===== config.mk =====
export PLATFORM = sky130hd
export DESIGN_NAME = hazard_unit
export DESIGN_NICKNAME = d
export VERILOG_FILES = /design/src/rtl/hazard_unit.sv
export SDC_FILE = /design/constraint.sdc
export NUM_CORES = 1
export LEC_CHECK = 0
export CORE_UTILIZATION = 26
export CTS_CLUSTER_SIZE = 25
export DETAILED_ROUTE_END_ITERATION = 10
export GPL_ROUTABILITY_DRIVEN = 0
export GPL_TIMING_DRIVEN = 1
export PLACE_DENSITY = 0.7
export SLEW_MARGIN = 10
export SYNTH_ARGS = -nofsm -noshare
export SYNTH_HDL_FRONTEND = slang
export SYNTH_SLANG_ARGS = --single-unit

===== constraint.sdc =====
create_clock -name clk -period 1.51 [get_ports clk]
set_clock_uncertainty 0.1 [all_clocks]
set_input_delay 0.302 -clock clk [delete_from_list [all_inputs] [get_ports clk]]
set_output_delay 0.302 -clock clk [all_outputs]
set_load 0.005 [all_outputs]

===== src/rtl/hazard_unit.sv =====
// rtl/hazard_unit.sv - pipeline hazard FSM: load-use stall, branch flush, data-memory wait (HAZARD_STALL_CNT_EN adds stall counter)
module hazard_unit #(
    parameter int FLUSH_CYCLES = 2
) (
    input  logic        clk,
    input  logic        reset,
    input  logic [4:0]  id_rs,
    input  logic [4:0]  id_rt,
    input  logic        id_uses_rt,
    input  logic        ex_memread,
    input  logic [4:0]  ex_rd,
    input  logic        mem_branch_taken,
    input  logic        dmem_req,
    input  logic        dmem_ready,
    output logic        stall,
    output logic        pc_write,
    output logic        ifid_write,
    output logic        flush_ifid,
    output logic        flush_idex,
    output logic [15:0] stall_cycles
);

    typedef enum logic [1:0] {IDLE, LOAD_STALL, BRANCH_FLUSH, MEM_WAIT} state_t;

    localparam logic [2:0] FLUSH_LOAD = 3'(FLUSH_CYCLES);

    state_t     state, state_nxt;
    logic [2:0] cnt, cnt_nxt;
    logic       pend, pend_nxt;
    logic       load_use;

    assign load_use = ex_memread && (ex_rd != 5'd0) &&
                      ((ex_rd == id_rs) || (id_uses_rt && (ex_rd == id_rt)));

    always_comb begin
        state_nxt = IDLE;
        cnt_nxt   = 3'd0;
        pend_nxt  = 1'b0;
        if (dmem_req && !dmem_ready) begin
            // a branch resolving while memory holds the pipe is replayed on release
            state_nxt = MEM_WAIT;
            pend_nxt  = pend | mem_branch_taken;
        end else if (mem_branch_taken || (state == MEM_WAIT && pend)) begin
            state_nxt = BRANCH_FLUSH;
            cnt_nxt   = FLUSH_LOAD;
        end else if (state == BRANCH_FLUSH && cnt > 3'd1) begin
            state_nxt = BRANCH_FLUSH;
            cnt_nxt   = cnt - 3'd1;
        end else if (state == IDLE && load_use) begin
            state_nxt = LOAD_STALL;
        end
    end

    always_ff @(posedge clk or negedge reset) begin
        if (!reset) begin
            state <= IDLE;
            cnt   <= 3'd0;
            pend  <= 1'b0;
        end else begin
            state <= state_nxt;
            cnt   <= cnt_nxt;
            pend  <= pend_nxt;
        end
    end

    always_comb begin
        stall      = 1'b0;
        pc_write   = 1'b1;
        ifid_write = 1'b1;
        flush_ifid = 1'b0;
        flush_idex = 1'b0;
        case (state)
            LOAD_STALL: begin
                stall      = 1'b1;
                pc_write   = 1'b0;
                ifid_write = 1'b0;
                flush_idex = 1'b1;
            end
            BRANCH_FLUSH: begin
                flush_ifid = 1'b1;
                flush_idex = 1'b1;
            end
            MEM_WAIT: begin
                stall      = 1'b1;
                pc_write   = 1'b0;
                ifid_write = 1'b0;
            end
            default: ;
        endcase
    end

`ifdef HAZARD_STALL_CNT_EN
    logic [15:0] stall_cnt;

    always_ff @(posedge clk or negedge reset) begin
        if (!reset) begin
            stall_cnt <= 16'd0;
        end else if (stall && stall_cnt != 16'hFFFF) begin
            stall_cnt <= stall_cnt + 16'd1;
        end
    end

    assign stall_cycles = stall_cnt;
`else
    assign stall_cycles = 16'd0;
`endif

endmodule


==> images/final_congestion.png <==
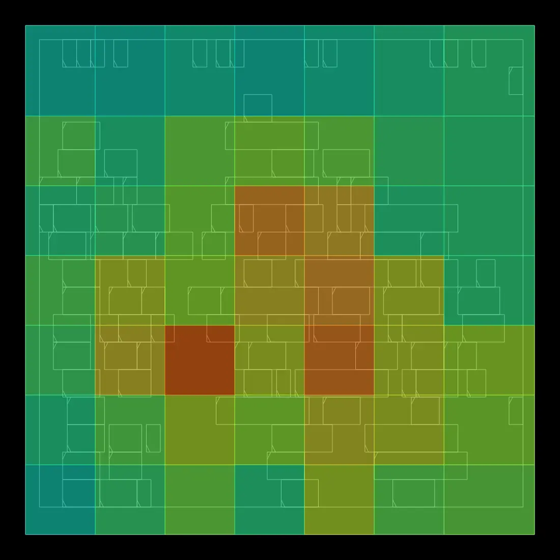
M1 GR Usage: 8.97%
fin util: 45.7%
busiest layer in global routing: met2

==> images/metal_stack.png <==
Two of the layers only.
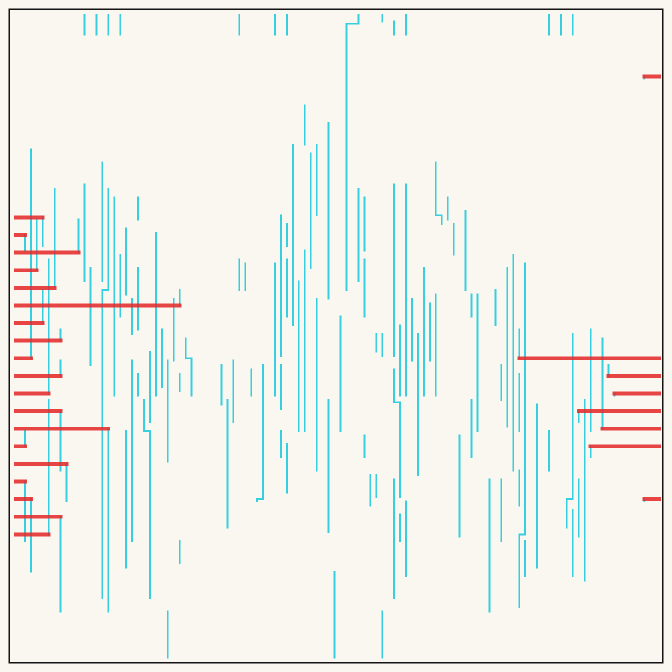
| color | layer | wire length |
|---|---|---|
| cyan | met2 | 830 µm |
| red | met3 | 96.8 µm |
GRT Resource Usage Total: 11.6%
total wire length: 1340 µm
Avg WL per Cell: 10.0 µm
via count: 540

stage by stage:
step	std cells	power [mW]	cell area [µm²]	setup TNS (ns)	setup slack, ns
finish	133	0.612	1010	-0.708	-0.165
global placement	126	0.402	862	-1.01	-0.300
detailed placement	126	0.410	862	-1.24	-0.360
global route	133	0.664	1010	-1.20	-0.216
CTS	132	0.595	955	-0.613	-0.168
floorplan	85	0.317	664	0	0.0426
final cells by class:
class / instances / share of cell area (%)
inverter: 5 / 1.86
tap: 28 / 3.47
timing repair buffer: 34 / 32.3
clock buffer: 3 / 2.23
sequential: 6 / 15.0
multi-input combinational: 57 / 45.2
registers in the layout (all words and copies together) (netlist names):
signal and count:
cnt 3, pend 1, state 2
==> flow_summary.json <==
{
  "status": "complete, but fails checks",
  "violations": "negative setup slack",
  "ant_nets": 0,
  "fin_nets": 135,
  "simple_gate_area_share_pct": 13.4,
  "maxUsedRoutingLayer": "met3",
  "switching_share_pct": 29.5,
  "seq-power_uw": 187,
  "ir_worst_vdd_v": 0.000244,
  "fillers": 248,
  "yosys_cells": 70,
  "grt_pass1_vias": 595,
  "reg2reg_to": "cnt[2]",
  "finalSetupViolCount": 9,
  "die_width_um": 50.4,
  "synth_top_area_share_pct": 24.7,
  "cts_resized": 36,
  "finalWorstSetupSlack_ns": -0.165,
  "avgSynthCellArea_um2": 8.69,
  "cts_buffer_depth": 2,
  "critPathKind": "flop to output port",
  "p_clk_share_pct": 23.8,
  "synthFlopType": "dfrtp_1",
  "area_growth_pct": 66.3,
  "leakage_nw": 0.431,
  "topCellsByArea": "dfrtp_1, buf_4, xnor2_1",
  "hold_violations": 0,
  "clk_latency_ns": 0.24,
  "required_ns": 1.11,
  "power_clock_uw": 145
}
Power and IR drop assume default switching activity.
